Fig. 1: run 1, cells coloured by class
Bar = 20 µm. Fill, decap, tap and diode cells in grey.
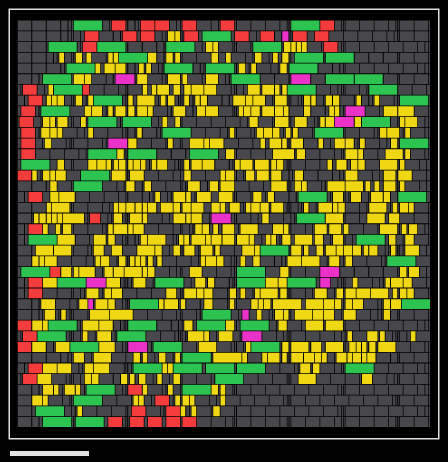
Fig. 2: run 1, placed standard cells
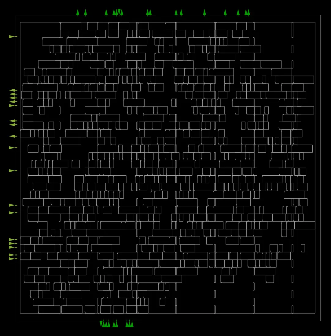
Fig. 3: run 1, signal wires on met4
Bar = 20 µm.
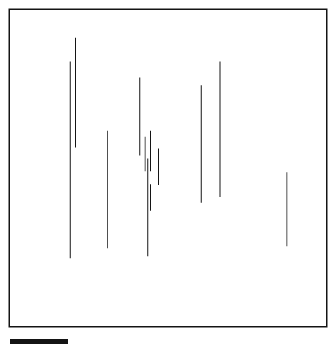
Fig. 4: run 1, wiring by layer
Bar = 20 µm.
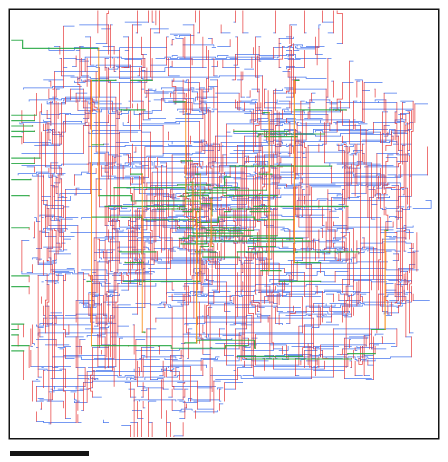
`config.mk`:
```
export PLATFORM = sky130hd
export DESIGN_NAME = booth16_pp_gen_flat
export DESIGN_NICKNAME = d
export VERILOG_FILES = /design/src/rtl/booth16_pkg.sv /design/src/rtl/booth16_pp_gen_if.sv /design/src/rtl/booth16_mult_sel.sv /design/src/rtl/booth16_pp_gen.sv /design/src/flat_wrapper.sv
export SDC_FILE = /design/constraint.sdc
export NUM_CORES = 1
export LEC_CHECK = 0
export CAP_MARGIN = 15
export CORE_MARGIN = 1.5
export CORE_UTILIZATION = 43
export CTS_CLUSTER_DIAMETER = 30
export DETAILED_ROUTE_END_ITERATION = 16
export GPL_ROUTABILITY_DRIVEN = 0
export HOLD_SLACK_MARGIN = 0.05
export SLEW_MARGIN = 5
export SYNTH_ARGS = -nofsm -noshare
export SYNTH_HDL_FRONTEND = slang
export SYNTH_SLANG_ARGS = --single-unit
```
`constraint.sdc`:
```
create_clock -name clk -period 10.7 [get_ports clk]
set_input_delay 2.675 -clock clk [delete_from_list [all_inputs] [get_ports clk]]
set_output_delay 2.675 -clock clk [all_outputs]
set_load 0.02 [all_outputs]
```
`src/rtl/booth16_pkg.sv`:
```
// Shared types and helpers for the radix-16 Booth partial-product generator.
package booth16_pkg;

    typedef enum logic [1:0] {
        ST_IDLE    = 2'd0,
        ST_PRECOMP = 2'd1,
        ST_EMIT    = 2'd2,
        ST_DONE    = 2'd3
    } pp_state_e;

    // Signed Booth digit, range -8..+8
    typedef logic signed [4:0] booth_digit_t;

    localparam int unsigned DIGIT_BITS = 4;

    // Number of radix-16 digits for an operand of the given width
    function automatic int unsigned ndig(input int unsigned width);
        return width / DIGIT_BITS;
    endfunction

    // Recode window {y[3:0], y_m1} into -8*y3 + 4*y2 + 2*y1 + y0 + y_m1
    function automatic booth_digit_t booth16_digit(input logic [4:0] window);
        booth_digit_t hi;
        booth_digit_t lo;
        hi = booth_digit_t'($signed(window[4:1]));
        lo = booth_digit_t'({4'b0000, window[0]});
        return hi + lo;
    endfunction

endpackage

```
`src/rtl/booth16_pp_gen_if.sv`:
```
// Command and partial-product stream bundle between the Booth generator and its neighbours.
interface booth16_pp_gen_if
    import booth16_pkg::*;
#(
    parameter int unsigned WIDTH = 8
);
    localparam int unsigned NDIG = ndig(WIDTH);
    localparam int unsigned PPW  = WIDTH + 4;
    localparam int unsigned IDXW = (NDIG > 1) ? $clog2(NDIG) : 1;

    logic                    start;
    logic signed [WIDTH-1:0] x_in;
    logic signed [WIDTH-1:0] y_in;
    logic                    busy;
    logic                    acc_clr;
    logic                    pp_valid;
    logic                    pp_ready;
    logic signed [PPW-1:0]   pp_data;
    booth_digit_t            pp_digit;
    logic [IDXW-1:0]         pp_idx;
    logic                    pp_last;
    logic                    done;

    // Generator side
    modport master (
        input  start, x_in, y_in, pp_ready,
        output busy, acc_clr, pp_valid, pp_data, pp_digit, pp_idx, pp_last, done
    );

    // Requester / accumulator side
    modport slave (
        output start, x_in, y_in, pp_ready,
        input  busy, acc_clr, pp_valid, pp_data, pp_digit, pp_idx, pp_last, done
    );

endinterface

```
`src/rtl/booth16_mult_sel.sv`:
```
// Selects and signs the multiple d*X from X and the precomputed hard multiples.
module booth16_mult_sel
    import booth16_pkg::*;
#(
    parameter  int unsigned WIDTH = 8,
    localparam int unsigned PPW   = WIDTH + 4,
    localparam int unsigned MW    = WIDTH + 3
) (
    input  logic signed [WIDTH-1:0] x,
    input  logic signed [MW-1:0]    m3,
    input  logic signed [MW-1:0]    m5,
    input  logic signed [MW-1:0]    m7,
    input  booth_digit_t            digit,
    output logic signed [PPW-1:0]   pp_c
);

    logic signed [PPW-1:0] x_ext;
    logic signed [PPW-1:0] m3_ext;
    logic signed [PPW-1:0] m5_ext;
    logic signed [PPW-1:0] m7_ext;
    logic signed [PPW-1:0] mag;
    logic                  neg;
    logic [3:0]            abs_d;

    assign x_ext  = {{(PPW-WIDTH){x[WIDTH-1]}}, x};
    assign m3_ext = {{(PPW-MW){m3[MW-1]}}, m3};
    assign m5_ext = {{(PPW-MW){m5[MW-1]}}, m5};
    assign m7_ext = {{(PPW-MW){m7[MW-1]}}, m7};

    // Magnitude select on |d|, then negate for negative digits
    always_comb begin
        mag   = '0;
        neg   = digit[4];
        abs_d = neg ? 4'(-digit) : 4'(digit);
        case (abs_d)
            4'd1:    mag = x_ext;
            4'd2:    mag = x_ext <<< 1;
            4'd3:    mag = m3_ext;
            4'd4:    mag = x_ext <<< 2;
            4'd5:    mag = m5_ext;
            4'd6:    mag = m3_ext <<< 1;
            4'd7:    mag = m7_ext;
            4'd8:    mag = x_ext <<< 3;
            default: mag = '0;
        endcase
        pp_c = neg ? -mag : mag;
    end

endmodule

```
`src/rtl/booth16_pp_gen.sv`:
```
// Sequential radix-16 Booth recoder emitting one signed partial product per handshake, LSD first.
module booth16_pp_gen
    import booth16_pkg::*;
#(
    parameter int unsigned WIDTH = 8
) (
    input logic               clk,
    input logic               rst_n,
    booth16_pp_gen_if.master  bus
);

    localparam int unsigned NDIG = ndig(WIDTH);
    localparam int unsigned PPW  = WIDTH + 4;
    localparam int unsigned MW   = WIDTH + 3;
    localparam int unsigned IDXW = (NDIG > 1) ? $clog2(NDIG) : 1;
    localparam logic [IDXW-1:0] IDX_LAST = IDXW'(NDIG - 1);
    localparam logic [IDXW-1:0] IDX_PENU = IDXW'(NDIG - 2);

    pp_state_e               state;
    logic signed [WIDTH-1:0] x_q;
    logic signed [WIDTH-1:0] y_q;
    logic                    y_m1_q;
    logic signed [MW-1:0]    m3_q;
    logic signed [MW-1:0]    m5_q;
    logic signed [MW-1:0]    m7_q;
    logic [IDXW-1:0]         idx_q;
    logic                    busy_q;
    logic                    acc_clr_q;
    logic                    pp_valid_q;
    logic                    pp_last_q;
    logic                    done_q;
    logic signed [PPW-1:0]   pp_data_q;
    booth_digit_t            pp_digit_q;

    logic signed [MW-1:0]    x_mw;
    logic signed [MW-1:0]    m3_c;
    logic signed [MW-1:0]    m5_c;
    logic signed [MW-1:0]    m7_c;
    logic signed [MW-1:0]    sel_m3;
    logic signed [MW-1:0]    sel_m5;
    logic signed [MW-1:0]    sel_m7;
    logic [4:0]              win_c;
    booth_digit_t            digit_nxt_c;
    logic signed [PPW-1:0]   pp_nxt_c;
    logic                    hs_c;

    // Hard multiples from the captured multiplicand
    assign x_mw = {{(MW-WIDTH){x_q[WIDTH-1]}}, x_q};
    assign m3_c = (x_mw <<< 1) + x_mw;
    assign m5_c = (x_mw <<< 2) + x_mw;
    assign m7_c = (x_mw <<< 3) - x_mw;

    // Outputs are loaded one cycle ahead: PRECOMP prepares digit 0, each handshake prepares the next
    assign win_c  = (state == ST_PRECOMP) ? {y_q[3:0], y_m1_q} : {y_q[7:4], y_q[3]};
    assign sel_m3 = (state == ST_PRECOMP) ? m3_c : m3_q;
    assign sel_m5 = (state == ST_PRECOMP) ? m5_c : m5_q;
    assign sel_m7 = (state == ST_PRECOMP) ? m7_c : m7_q;
    assign digit_nxt_c = booth16_digit(win_c);
    assign hs_c = pp_valid_q & bus.pp_ready;

    booth16_mult_sel #(
        .WIDTH (WIDTH)
    ) u_mult_sel (
        .x     (x_q),
        .m3    (sel_m3),
        .m5    (sel_m5),
        .m7    (sel_m7),
        .digit (digit_nxt_c),
        .pp_c  (pp_nxt_c)
    );

    // Control FSM, operand shift register and registered stream outputs
    always_ff @(posedge clk) begin
        if (!rst_n) begin
            state      <= ST_IDLE;
            x_q        <= '0;
            y_q        <= '0;
            y_m1_q     <= 1'b0;
            m3_q       <= '0;
            m5_q       <= '0;
            m7_q       <= '0;
            idx_q      <= '0;
            busy_q     <= 1'b0;
            acc_clr_q  <= 1'b0;
            pp_valid_q <= 1'b0;
            pp_last_q  <= 1'b0;
            done_q     <= 1'b0;
            pp_data_q  <= '0;
            pp_digit_q <= '0;
        end else begin
            acc_clr_q <= 1'b0;
            done_q    <= 1'b0;
            case (state)
                ST_IDLE: begin
                    if (bus.start) begin
                        x_q       <= bus.x_in;
                        y_q       <= bus.y_in;
                        y_m1_q    <= 1'b0;
                        busy_q    <= 1'b1;
                        acc_clr_q <= 1'b1;
                        state     <= ST_PRECOMP;
                    end
                end
                ST_PRECOMP: begin
                    m3_q       <= m3_c;
                    m5_q       <= m5_c;
                    m7_q       <= m7_c;
                    idx_q      <= '0;
                    pp_valid_q <= 1'b1;
                    pp_last_q  <= 1'b0;
                    pp_data_q  <= pp_nxt_c;
                    pp_digit_q <= digit_nxt_c;
                    state      <= ST_EMIT;
                end
                ST_EMIT: begin
                    if (hs_c) begin
                        y_q    <= y_q >>> 4;
                        y_m1_q <= y_q[3];
                        if (idx_q == IDX_LAST) begin
                            idx_q      <= '0;
                            pp_valid_q <= 1'b0;
                            pp_last_q  <= 1'b0;
                            pp_data_q  <= '0;
                            pp_digit_q <= '0;
                            done_q     <= 1'b1;
                            state      <= ST_DONE;
                        end else begin
                            idx_q      <= IDXW'(idx_q + 1'b1);
                            pp_last_q  <= (idx_q == IDX_PENU);
                            pp_data_q  <= pp_nxt_c;
                            pp_digit_q <= digit_nxt_c;
                        end
                    end
                end
                ST_DONE: begin
                    busy_q <= 1'b0;
                    state  <= ST_IDLE;
                end
                default: state <= ST_IDLE;
            endcase
        end
    end

    assign bus.busy     = busy_q;
    assign bus.acc_clr  = acc_clr_q;
    assign bus.pp_valid = pp_valid_q;
    assign bus.pp_data  = pp_data_q;
    assign bus.pp_digit = pp_digit_q;
    assign bus.pp_idx   = idx_q;
    assign bus.pp_last  = pp_last_q;
    assign bus.done     = done_q;

endmodule
```
`src/flat_wrapper.sv`:
```
// flat-port wrapper written by rule: the top's interface ports become plain ports
module booth16_pp_gen_flat import booth16_pkg::*;
#(
    parameter int unsigned WIDTH = 8
)
  (clk, rst_n, bus_start, bus_x_in, bus_y_in, bus_pp_ready, bus_busy, bus_acc_clr, bus_pp_valid, bus_pp_data, bus_pp_digit, bus_pp_idx, bus_pp_last, bus_done);
  booth16_pp_gen_if #(.WIDTH(WIDTH)) bus_i ();
  input logic clk;
  input logic rst_n;
  input wire logic [$bits(bus_i.start)-1:0] bus_start;
  input wire logic [$bits(bus_i.x_in)-1:0] bus_x_in;
  input wire logic [$bits(bus_i.y_in)-1:0] bus_y_in;
  input wire logic [$bits(bus_i.pp_ready)-1:0] bus_pp_ready;
  output wire logic [$bits(bus_i.busy)-1:0] bus_busy;
  output wire logic [$bits(bus_i.acc_clr)-1:0] bus_acc_clr;
  output wire logic [$bits(bus_i.pp_valid)-1:0] bus_pp_valid;
  output wire logic [$bits(bus_i.pp_data)-1:0] bus_pp_data;
  output wire logic [$bits(bus_i.pp_digit)-1:0] bus_pp_digit;
  output wire logic [$bits(bus_i.pp_idx)-1:0] bus_pp_idx;
  output wire logic [$bits(bus_i.pp_last)-1:0] bus_pp_last;
  output wire logic [$bits(bus_i.done)-1:0] bus_done;
  assign bus_i.start = bus_start;
  assign bus_i.x_in = bus_x_in;
  assign bus_i.y_in = bus_y_in;
  assign bus_i.pp_ready = bus_pp_ready;
  assign bus_busy = bus_i.busy;
  assign bus_acc_clr = bus_i.acc_clr;
  assign bus_pp_valid = bus_i.pp_valid;
  assign bus_pp_data = bus_i.pp_data;
  assign bus_pp_digit = bus_i.pp_digit;
  assign bus_pp_idx = bus_i.pp_idx;
  assign bus_pp_last = bus_i.pp_last;
  assign bus_done = bus_i.done;
  booth16_pp_gen #(.WIDTH(WIDTH)) u_core (.clk(clk), .rst_n(rst_n), .bus(bus_i));
endmodule
```
==> flow_metrics.tcl, run 1 <==
# yosys + openroad results
set metrics [dict create \
    maxCapViolations 0 \
    flow.area_growth_from_synthesis_pct 13.6 \
    path_max_fanout 52 \
    largest_net_degree_at_the_start_of_global_routing 56 \
    leakage_nw 2.03 \
    seq-power_mw 0.408 \
    crit_cells 17 \
    core_um2 10800 \
    worstSetupStartpoint "u_core.state[1]" \
    ys_seq_share_pct 30.9 \
    tritoncts "yes" \
    setup.reg_to_reg.worst_slack_ps 5490 \
    unique_cell_types 70 \
    setup_total_negative_slack_ps 0 \
    hold_start "u_core.bus.pp_data[6]" \
    post_cts.resized_instances 0 \
    edf_count 0 \
    antenna_found_initial 0 \
    synthesis.yosys.warnings 0 \
    drtIter0Drc 463 \
    chipWidth_um 109 \
    seq_area_um2 1480 \
    holdPathEnd "u_core.bus.pp_data[6]" \
    synthesis.instances 604 \
    clkSlewWorstSetupHoldPaths_ps 80 \
    lay_top_cells "74 x sky130_fd_sc_hd__dfxtp_1, 71 x sky130_fd_sc_hd__nor2_1, 67 x sky130_fd_sc_hd__nand2_1" \
    synth.area.mux_share_pct 5.86 \
    holdCritPathClass "reg -> reg" \
    power.combinational.total_mw 0.956 \
    outcome "finished clean" \
    netSwitchingFraction_pct 49.9 \
    worst_clock_skew_ps 11.6 \
    layout.buffer.nonclock.area_share_pct 8.08 \
    floorplan.die_area_um2 11800 \
    finalWirelength_um 13400 \
    p_seq_share_pct 26.2 \
    ys_sh_adder_pct 9.17 \
    powerClk_mw 0.195 \
]
-- Fig. 1 (at the start) --
class	colour	cells	share of their area
other buffers and delay cells	red	45	8.3%
flops	green	74	28%
combinational and other logic	yellow	502	61%
clock drivers and dummy loads	magenta	14	3.0%

-- Fig. 2 (at the start) --
Seq Cell Count: 74
Std-Cell Rows: 38
number of tap cells added at floorplan: 140
Fillers: 1,104

-- Fig. 3 (at the start) --
wire length on this layer	362 µm
share of all routed wire	2.7%
main direction	vertical

-- Fig. 4 (at the start) --
layer	colour	wire length
metal 2	red	6,250 µm
metal 4	orange	362 µm
metal 3	green	806 µm
metal 1	blue	6,000 µm

[run 1: registers in the layout, summed over array words and instances (netlist names)]
name                 cells
u_core.m3_q             11
u_core.bus.pp_valid      1
u_core.state             2
u_core.bus.pp_data      12
u_core.m5_q             11
u_core.bus.pp_last       1
u_core.x_q               8
u_core.bus.done          1
u_core.bus.busy          1
u_core.bus.pp_digit      5
u_core.y_q               8
u_core.y_m1_q            1
u_core.m7_q             11
u_core.bus.acc_clr       1
[run 1: metal layers]
layer  vias to the layer above  wire [µm]
met5                         -          0
met4                         0        362
met1                      2153       6000
met2                       134       6250
li1                       2238          -
met3                        29        805
[run 1: metrics by stage]
stage	hold slack (ps)	worst slack (ps)	cell area [µm²]	cells	utilization, %
2_1_floorplan	447	5570	4800	604	-
3_3_place_gp	436	5690	5280	759	48.7
3_5_place_dp	440	5580	5280	759	48.7
4_1_cts	451	5560	5440	773	50.2
5_1_grt	469	5080	5450	775	50.3
6_report	448	5490	5450	775	50.3
[run 1: cell usage after synthesis (all sizes together), types with 5 or more instances]
cell | count | area (µm²)
nand2 | 67 | 251
a211oi | 16 | 120
nand3 | 8 | 40.0
and2 | 14 | 87.6
dfxtp | 74 | 1480
xnor2 | 7 | 61.3
o211ai | 6 | 45.0
a31oi | 9 | 56.3
buf | 12 | 65.1
clkbuf | 16 | 60.1
nor2 | 71 | 267
mux2i | 21 | 214
inv | 32 | 120
o22ai | 5 | 31.3
nor3 | 10 | 55.1
nor2b | 10 | 62.6
o221ai | 5 | 43.8
xor2 | 12 | 113
mux2 | 6 | 67.6
o21ai | 42 | 210
a22oi | 10 | 75.1
a21oi | 40 | 200
ha | 32 | 400
Fig. 5: run 1, selected gate families
Bar = 20 µm.
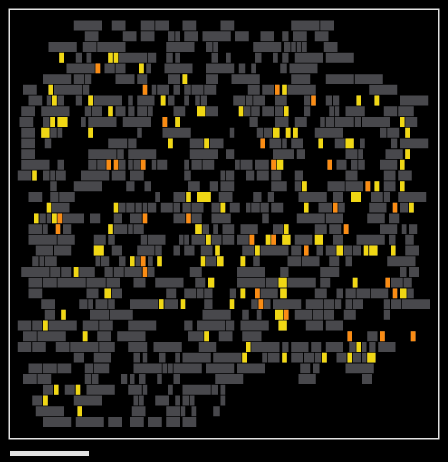

--- run 2 (diff from run 1) ---
Clock period 10.7 ns to 4.2 ns, I/O delays scaled along.
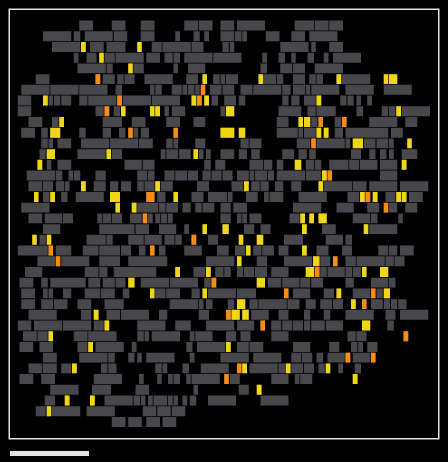
Fig. 6. Selected gate families (run 2).
Bar = 20 µm.
family	colour	cells
NOR gates	yellow	94
inverters	orange	32

==> flow_metrics.tcl, run 2 <==
# yosys + openroad results
set metrics [dict create \
    std_cell_rows 38 \
    synth.area.mux_share_pct 5.86 \
    yosys-top-cells-count "74 x sky130_fd_sc_hd__dfxtp_1, 71 x sky130_fd_sc_hd__nor2_1, 67 x sky130_fd_sc_hd__nand2_1" \
    chipWidth_um 109 \
    synth.largest_area_cell "sky130_fd_sc_hd__dfxtp_1" \
    post-synth-top-area-fraction_pct 30.9 \
    core_um2 10800 \
    ys_sh_adder_pct 9.17 \
    antenna_found_initial 0 \
    drtIter0Drc 384 \
    lay_top_cells "73 x sky130_fd_sc_hd__dfxtp_1, 71 x sky130_fd_sc_hd__nor2_1, 66 x sky130_fd_sc_hd__nand2_1" \
    outcome "finished clean" \
    finalWirelength_um 13700 \
    p_seq_share_pct 23.4 \
    hold_start "u_core.bus.pp_data[9]" \
    clkSlewWorstSetupHoldPaths_ps 80 \
    worst_clock_skew_ps 10.9 \
    edf_count 0 \
    netSwitchingFraction_pct 47.6 \
    synthMostInstantiatedCell "sky130_fd_sc_hd__dfxtp_1" \
    yosys-top-cells-area "sky130_fd_sc_hd__dfxtp_1 31%, sky130_fd_sc_hd__ha_1 8.3%, sky130_fd_sc_hd__nor2_1 5.6%" \
    maxCapViolations 0 \
    tritoncts "yes" \
    unique_cell_types 70 \
    setup_total_negative_slack_ps 0 \
    path_max_fanout 12 \
    flow.area_growth_from_synthesis_pct 19.7 \
    floorplan.die_area_um2 11800 \
    ys_seq_share_pct 30.9 \
    synthesis.instances 604 \
]
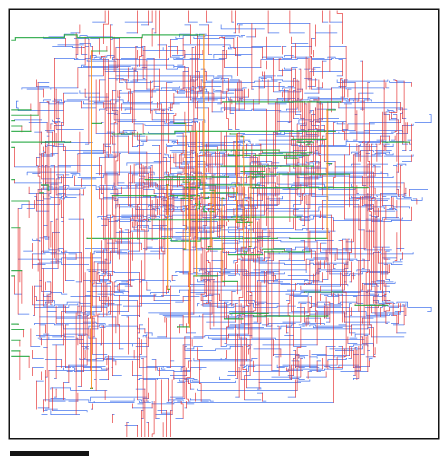
Fig. 7. Wiring by layer (run 2).
Bar = 20 µm.
layer	colour	wire length
metal 2	red	6,420 µm
metal 1	blue	6,190 µm
metal 4	orange	402 µm
metal 3	green	674 µm

## run 2: worst paths after layout
path,endpoint,cells past startpoint,slack (ps)
setup / recovery,u_core.bus.pp_data[11],16,360
hold reg to reg,u_core.bus.pp_data[9],2,450
setup reg to reg,u_core.bus.pp_data[11],16,360
hold / removal,u_core.bus.pp_data[9],2,450
## run 2: area by class of cell
cell class | instances | area (µm²) | share of cell area [%]
inverters | 32 | 123 | 2.13
clock buffers | 10 | 138 | 2.39
multi-input cells | 470 | 3150 | 54.8
clock inverters | 6 | 90.1 | 1.57
well taps | 140 | 175 | 3.05
flip-flops and latches | 74 | 1480 | 25.8
repair buffers | 63 | 588 | 10.2
## run 2: power groups by stage
stage                     clock network [mW]  registers, mW  logic [mW]
after global routing                   0.686           1.03        2.94
after CTS                              0.657           1.01        2.61
after global placement                     0           1.02        2.56
after floorplan                            0           1.07        1.86
after detailed placement                   0           1.02        2.59
final                                  0.644           1.01        2.67
## run 2: repair_timing
item,CTS,global route
endpoints found under the setup margin,0,4
resized,0,5
setup buffers,0,0
## run 2: routing by layer
layer | up-vias | wire length [µm] | track usage, % | share of wire (%)
met5 | - | 0 | 0 | 0
met1 | 2167 | 6190 | 31.0 | 45
met3 | 30 | 674 | 3.59 | 4.9
li1 | 2276 | - | - | -
met4 | 0 | 401 | 12.0 | 2.9
met2 | 133 | 6420 | 41.4 | 47
## run 2: metrics by stage
step           cells  hold slack (ps)  util (%)  setup WS [ps]  area, µm²
3_3_place_gp     778              438      50.7            298       5500
2_1_floorplan    604              447         -           17.6       4910
6_report         795              453      53.0            355       5750
5_1_grt          795              484      53.0           11.5       5750
4_1_cts          794              458      52.8            157       5730
3_5_place_dp     778              444      50.7            176       5500
Power is estimated from default activity; no workload was simulated.
